<file path="src/rtl/pe_pkg.sv">
// Shared types for the PE unary/GEMM sequencer: op codes, FSM states, table depth.
// Imported by pe_coef_rf and pe_uno_seq.
package pe_pkg;

    typedef enum logic [1:0] {
        OP_GEMM = 2'b00,
        OP_DIV  = 2'b01,
        OP_EXP  = 2'b10,
        OP_LOG  = 2'b11
    } op_e;

    typedef enum logic [2:0] {
        ST_IDLE,
        ST_GEMM,
        ST_ISSUE,
        ST_DRAIN,
        ST_DONE
    } state_e;

    localparam int unsigned COEF_DEPTH = 8;
    localparam int unsigned N_BANKS    = 3;

endpackage

</file>
<file path="src/rtl/pe_coef_rf.sv">
// Coefficient/order register file: one bank per unary op (div/exp/log).
// Synchronous write, combinational read by (op, index); op 00 is not a bank.
module pe_coef_rf
    import pe_pkg::*;
#(
    parameter int unsigned MUL_BW = 16,
    parameter int unsigned N_COEF = COEF_DEPTH
) (
    input  logic                      clk,
    input  logic                      rst_n,
    input  logic                      i_we,
    input  logic                      i_ord_we,
    input  op_e                       i_wop,
    input  logic [$clog2(N_COEF)-1:0] i_waddr,
    input  logic [MUL_BW-1:0]         i_wdata,
    input  op_e                       i_rop,
    input  logic [$clog2(N_COEF)-1:0] i_ridx,
    output logic [MUL_BW-1:0]         o_rdata,
    output logic [$clog2(N_COEF):0]   o_rord
);

    localparam int unsigned AW = $clog2(N_COEF);
    localparam logic [AW:0] ORD_MIN = (AW+1)'(1);
    localparam logic [AW:0] ORD_MAX = (AW+1)'(N_COEF);

    logic [MUL_BW-1:0] r_coef [N_BANKS][N_COEF];
    logic [AW:0]       r_ord  [N_BANKS];
    logic [1:0]        w_wbank;
    logic [1:0]        w_rbank;
    logic [AW:0]       w_ord_wr;

    assign w_wbank = 2'(i_wop) - 2'd1;
    assign w_rbank = 2'(i_rop) - 2'd1;

    // Orders outside 1..N_COEF are clamped so Horner always issues at least one step.
    always_comb begin
        w_ord_wr = i_wdata[AW:0];
        if (w_ord_wr == '0) begin
            w_ord_wr = ORD_MIN;
        end else if (w_ord_wr > ORD_MAX) begin
            w_ord_wr = ORD_MAX;
        end
    end

    always_ff @(posedge clk or negedge rst_n) begin
        if (!rst_n) begin
            for (int unsigned b = 0; b < N_BANKS; b++) begin
                r_ord[b] <= ORD_MIN;
                for (int unsigned i = 0; i < N_COEF; i++) begin
                    r_coef[b][i] <= '0;
                end
            end
        end else if (i_wop != OP_GEMM) begin
            if (i_we) begin
                r_coef[w_wbank][i_waddr] <= i_wdata;
            end
            if (i_ord_we) begin
                r_ord[w_wbank] <= w_ord_wr;
            end
        end
    end

    always_comb begin
        o_rdata = '0;
        o_rord  = ORD_MIN;
        if (i_rop != OP_GEMM) begin
            o_rdata = r_coef[w_rbank][i_ridx];
            o_rord  = r_ord[w_rbank];
        end
    end

endmodule

</file>
<file path="src/rtl/pe_uno_seq.sv">
// Row-0 PE sequencer: Horner evaluation of div/exp/log over coefficient tables
// (highest coefficient first) and framing of fixed-length GEMM passes.
module pe_uno_seq
    import pe_pkg::*;
#(
    parameter int unsigned MUL_BW = 16,
    parameter int unsigned ACC_BW = 32,
    parameter int unsigned N_COEF = COEF_DEPTH,
    parameter int unsigned LEN_BW = 16
) (
    input  logic                      clk,
    input  logic                      rst_n,
    input  logic                      start_i,
    input  logic [1:0]                op_i,
    input  logic [MUL_BW-1:0]         x_i,
    input  logic [LEN_BW-1:0]         gemm_len_i,
    input  logic                      cfg_we_i,
    input  logic [1:0]                cfg_op_i,
    input  logic [$clog2(N_COEF)-1:0] cfg_addr_i,
    input  logic [MUL_BW-1:0]         cfg_data_i,
    input  logic                      cfg_ord_we_i,
    input  logic [ACC_BW-1:0]         res_i,
    output logic                      busy_o,
    output logic [1:0]                gemm_uno_o,
    output logic [MUL_BW-1:0]         wc_o,
    output logic [MUL_BW-1:0]         var_o,
    output logic                      mac_zero_o,
    output logic [ACC_BW-1:0]         y_o,
    output logic                      done_o
);

    localparam int unsigned AW = $clog2(N_COEF);
    localparam int unsigned KW = AW + 1;

    state_e            r_state;
    state_e            w_state_nxt;
    op_e               r_op;
    op_e               w_rd_op;
    logic [LEN_BW-1:0] r_len;
    logic [LEN_BW-1:0] r_cnt;
    logic [KW-1:0]     r_k;
    logic [KW-1:0]     w_rd_ord;
    logic [AW-1:0]     w_rd_idx;
    logic [MUL_BW-1:0] w_rd_coef;
    logic              w_issue_last;

    // In IDLE the table is addressed by the incoming op so the top coefficient is
    // ready at acceptance; in ISSUE it pre-fetches the coefficient for step k+1.
    assign w_rd_op      = (r_state == ST_IDLE) ? op_e'(op_i) : r_op;
    assign w_rd_idx     = (r_state == ST_IDLE) ? AW'(w_rd_ord - KW'(1))
                                               : AW'(w_rd_ord - r_k - KW'(2));
    assign w_issue_last = (r_k == w_rd_ord - KW'(1));

    pe_coef_rf #(
        .MUL_BW (MUL_BW),
        .N_COEF (N_COEF)
    ) u_coef_rf (
        .clk      (clk),
        .rst_n    (rst_n),
        .i_we     (cfg_we_i && !busy_o),
        .i_ord_we (cfg_ord_we_i && !busy_o),
        .i_wop    (op_e'(cfg_op_i)),
        .i_waddr  (cfg_addr_i),
        .i_wdata  (cfg_data_i),
        .i_rop    (w_rd_op),
        .i_ridx   (w_rd_idx),
        .o_rdata  (w_rd_coef),
        .o_rord   (w_rd_ord)
    );

    always_comb begin
        w_state_nxt = r_state;
        unique case (r_state)
            ST_IDLE: begin
                if (start_i) begin
                    if (op_e'(op_i) != OP_GEMM) begin
                        w_state_nxt = ST_ISSUE;
                    end else if (gemm_len_i == '0) begin
                        w_state_nxt = ST_DONE;
                    end else begin
                        w_state_nxt = ST_GEMM;
                    end
                end
            end
            ST_GEMM:  if (r_cnt == r_len) w_state_nxt = ST_DONE;
            ST_ISSUE: if (w_issue_last) w_state_nxt = ST_DRAIN;
            ST_DRAIN: if (r_k == KW'(1)) w_state_nxt = ST_DONE;
            ST_DONE:  w_state_nxt = ST_IDLE;
            default:  w_state_nxt = ST_IDLE;
        endcase
    end

    always_ff @(posedge clk or negedge rst_n) begin
        if (!rst_n) begin
            r_state    <= ST_IDLE;
            r_op       <= OP_GEMM;
            r_len      <= '0;
            r_cnt      <= '0;
            r_k        <= '0;
            busy_o     <= 1'b0;
            gemm_uno_o <= '0;
            wc_o       <= '0;
            var_o      <= '0;
            mac_zero_o <= 1'b0;
            y_o        <= '0;
            done_o     <= 1'b0;
        end else begin
            r_state    <= w_state_nxt;
            busy_o     <= w_state_nxt inside {ST_GEMM, ST_ISSUE, ST_DRAIN};
            done_o     <= (w_state_nxt == ST_DONE);
            // High for exactly the cycle in which the PE consumes the first coefficient.
            mac_zero_o <= (r_state == ST_ISSUE) && (r_k == '0);
            unique case (r_state)
                ST_IDLE: begin
                    if (start_i) begin
                        r_op  <= op_e'(op_i);
                        r_len <= gemm_len_i;
                        r_cnt <= '0;
                        r_k   <= '0;
                        gemm_uno_o <= op_i;
                        if (op_e'(op_i) != OP_GEMM) begin
                            var_o <= x_i;
                            wc_o  <= w_rd_coef;
                        end
                    end
                end
                ST_GEMM: r_cnt <= r_cnt + LEN_BW'(1);
                ST_ISSUE: begin
                    if (w_issue_last) begin
                        r_k  <= '0;
                        wc_o <= '0;
                    end else begin
                        r_k  <= r_k + KW'(1);
                        wc_o <= w_rd_coef;
                    end
                end
                ST_DRAIN: begin
                    r_k <= r_k + KW'(1);
                    if (w_state_nxt == ST_DONE) begin
                        y_o <= res_i;
                    end
                end
                ST_DONE: gemm_uno_o <= '0;
                default: ;
            endcase
        end
    end

endmodule

</file>
<file path="config.mk">
export PLATFORM = sky130hd
export DESIGN_NAME = pe_uno_seq
export DESIGN_NICKNAME = d
export VERILOG_FILES = /design/src/rtl/pe_pkg.sv /design/src/rtl/pe_coef_rf.sv /design/src/rtl/pe_uno_seq.sv
export SDC_FILE = /design/constraint.sdc
export NUM_CORES = 1
export LEC_CHECK = 0
export ABC_AREA = 1
export CELL_PAD_IN_SITES_DETAIL_PLACEMENT = 1
export CELL_PAD_IN_SITES_GLOBAL_PLACEMENT = 1
export CORE_MARGIN = 3
export CORE_UTILIZATION = 48
export DETAILED_ROUTE_END_ITERATION = 8
export GPL_ROUTABILITY_DRIVEN = 0
export GPL_TIMING_DRIVEN = 0
export PLACE_DENSITY = 0.88
export RECOVER_POWER = 25
export SLEW_MARGIN = 20
export SYNTH_ARGS = -nofsm -noshare
export SYNTH_HDL_FRONTEND = slang
export SYNTH_HIERARCHICAL = 1
export SYNTH_SLANG_ARGS = --single-unit
export TNS_END_PERCENT = 50
</file>
<file path="constraint.sdc">
create_clock -name clk -period 10.4 [get_ports clk]
set_clock_uncertainty 0.15 [all_clocks]
set_input_delay 1.04 -clock clk [delete_from_list [all_inputs] [get_ports clk]]
set_output_delay 1.04 -clock clk [all_outputs]
set_load 0.03 [all_outputs]
</file>
Figure 1. Supply network.
The bar under the picture is 50 um long. Pins as bars on the die edge. Tap cells in gray.
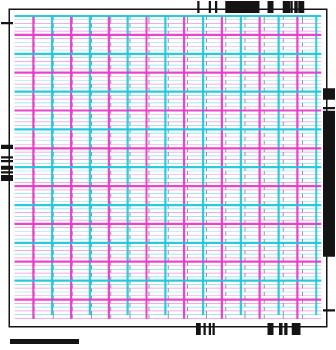
color	net
cyan	VDD
magenta	VSS
signal pins	161
met1 rails	81
chip height: 227 um

==> impl_metrics.json <==
{
  "drt-initial-drc-count": 2556,
  "worstSetupEndpointType": "flip-flop",
  "yosys_warnings": 6,
  "synthCells": 2874,
  "syn-num-nets": 2975,
  "critPathLaunchType": "input port",
  "crit_fanout": 10,
  "seq_area_mm2": 0.0127,
  "worst_pin_slew_ns": 4.95,
  "yosys-stat-cells": 2874,
  "ys_seq_share_pct": 53.9,
  "grt.met1_usage_pct": 47.2,
  "finalSetupViolCount": 0,
  "synth_cell_type_count": 38,
  "syn_to_final_growth_pct": 19.0,
  "hold_buffers": 0,
  "crit_type": "in2reg",
  "nFillCells": 5755,
  "grt_pass1_wl_mm": 142,
  "final_cell_mix": "nand2_1, dfrtp_1, nand3_1, o21ai_0, nor2_1",
  "worst_ep_arrival_time_ns": 7.65,
  "violations": "max-capacitance violations, max-slew violations",
  "drt-total-wl_mm": 93.2,
  "vias_per_cell": 6.09,
  "cts_sinks": 506,
  "dr.pass1.iters": 6,
  "gr-max-usage-layer": "met2",
  "use_met3_pct": 6.45,
  "async_flop_share_pct": 100,
  "ff_type": "dfrtp_1",
  "dp_hpwl_mm": 64.8,
  "slew_viol_final": 214,
  "drc": 0,
  "antenna_found_initial": 1,
  "synth_area_leader_cell": "dfrtp_1",
  "run_status": "finished, violations left",
  "crit_family": "buffers and inverters",
  "holdWs_ns": 0.338,
  "syn_avg_cell_area_um2": 8.18,
  "grt_util_met2_pct": 57.8,
  "rsz0062_at_grt": "no",
  "port_buffers": 160,
  "ant_nets": 0,
  "reg_top3": "u_coef_rf/r_coef: 384 flops, y_o: 32 flops",
  "top_register": "u_coef_rf/r_coef",
  "cts.htree.levels": 2,
  "antenna_cells": 0,
  "clock_path_buffers": 3,
  "critical_path.max_stage_delay_ns": 0.60,
  "period_used_pct": 70.1,
  "finalSetupTns_ns": 0,
  "mostFrequentLayoutCell": "nand2_1",
  "edf_count": 0,
  "cp_common_cell": "o21ai_0",
  "cts-root-buf": "clkbuf_16",
  "hold_path_class": "reg2reg",
  "final-comb-area_mm2": 0.00938,
  "synth_chip_area_mm2": 0.0235,
  "slowest_stage": "clkbuf_1",
  "grtUsageTotal_pct": 36.1,
  "area_leaders": "dfrtp_1, nand2_1, nand3_1",
  "synth.top_cell.area_share_pct": 53.5,
  "tritoncts": "yes",
  "die_width_um": 227,
  "cts_resized": 0,
  "coreArea_mm2": 0.0480,
  "cap_violations": 3,
  "clkTransAtPathRegs_ns": 0.06,
  "clk_latency_ns": 0.62,
  "cts_setup_buffers": 0,
  "fp_util_pct": 49.0,
  "largest_reg_flops": 384,
  "fmax_mhz": 137,
  "grt_max_degree": 104,
  "worst_slack_ns": 3.11,
  "slew_headroom_pct": -230,
  "finalHoldViolations": 0,
  "synth_area_mm2": 0.0235,
  "io_pins": 161,
  "common_cells": "nand2_1, dfrtp_1, nand3_1, o21ai_0, nor2_1",
  "die-area_mm2": 0.0517,
  "pre_cts_ws_ns": 3.02,
  "synth_flops": 506,
  "warnings": 30,
  "vias": 22800,
  "min_period_ns": 7.29,
  "grt.overflow.total": 0,
  "worstPathBufferInverterCount": 11,
  "yosysMostFrequentCell": "nand2_1",
  "routedWlPerCell_um": 24.8,
  "crit_required_ns": 10.76,
  "first_global_vias": 23900,
  "cts_buffers": 54,
  "layout-drive-gt1-share_pct": 7.71,
  "fin_nets": 3196
}
Figure 2. Placed cells, one color a class.
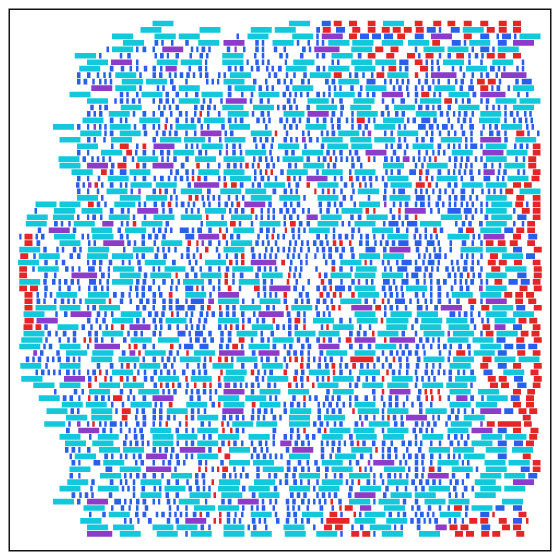
color	class	cells
blue	all other logic	2166
purple	clock drivers and dummy loads	100
red	other buffers and delay cells	367
cyan	flip-flops	506
final instance area: 0.0280 mm2
Layout Utilization: 58.3%
row cnt: 80

-- stage by stage --
stage / instances / instance area, um2
final: 3754 / 28000
after global routing: 3754 / 28000
after CTS: 3754 / 28100
after detailed placement: 3654 / 26000
after global placement: 3649 / 25900
after floorplan: 2874 / 23500
-- layout make-up --
type                            instances  area share, %
Buffer                                202           3.49
Clock buffer                           76           5.52
Clock inverter                         24           1.72
Inverter                              128           1.72
Multi-Input combinational cell       2038           33.5
Sequential cell                       506           45.3
Tap cell                              615           2.75
Timing Repair Buffer                  165           6.02
-- worst paths after layout --
check,cells past startpoint,slack (ns),from,endpoint
setup reg to reg,26,3.30,r_state[2],wc_o[5]
min in group asynchronous,1,1.15,rst_n,y_o[6]
hold / removal,2,0.34,u_coef_rf/r_ord[4],u_coef_rf/r_ord[4]
max in group asynchronous,2,3.20,rst_n,u_coef_rf/r_coef[111]
setup / recovery,26,3.11,op_i[0],wc_o[5]
hold reg to reg,2,0.34,u_coef_rf/r_ord[4],u_coef_rf/r_ord[4]
-- layer usage --
metal  routed length [um]  share of wire (%)
met5                    0                  0
met4                 5630                6.0
met3                 8510                9.1
met2                42600                 46
met1                36500                 39
-- cells by family after synthesis --
group	synth area share, %
flops	53.9
fa+ha+maj	0.479
compound gates	10.5
simple gates	26.3
mux	2.30
buf+inv	6.20
xor+xnor	0.335
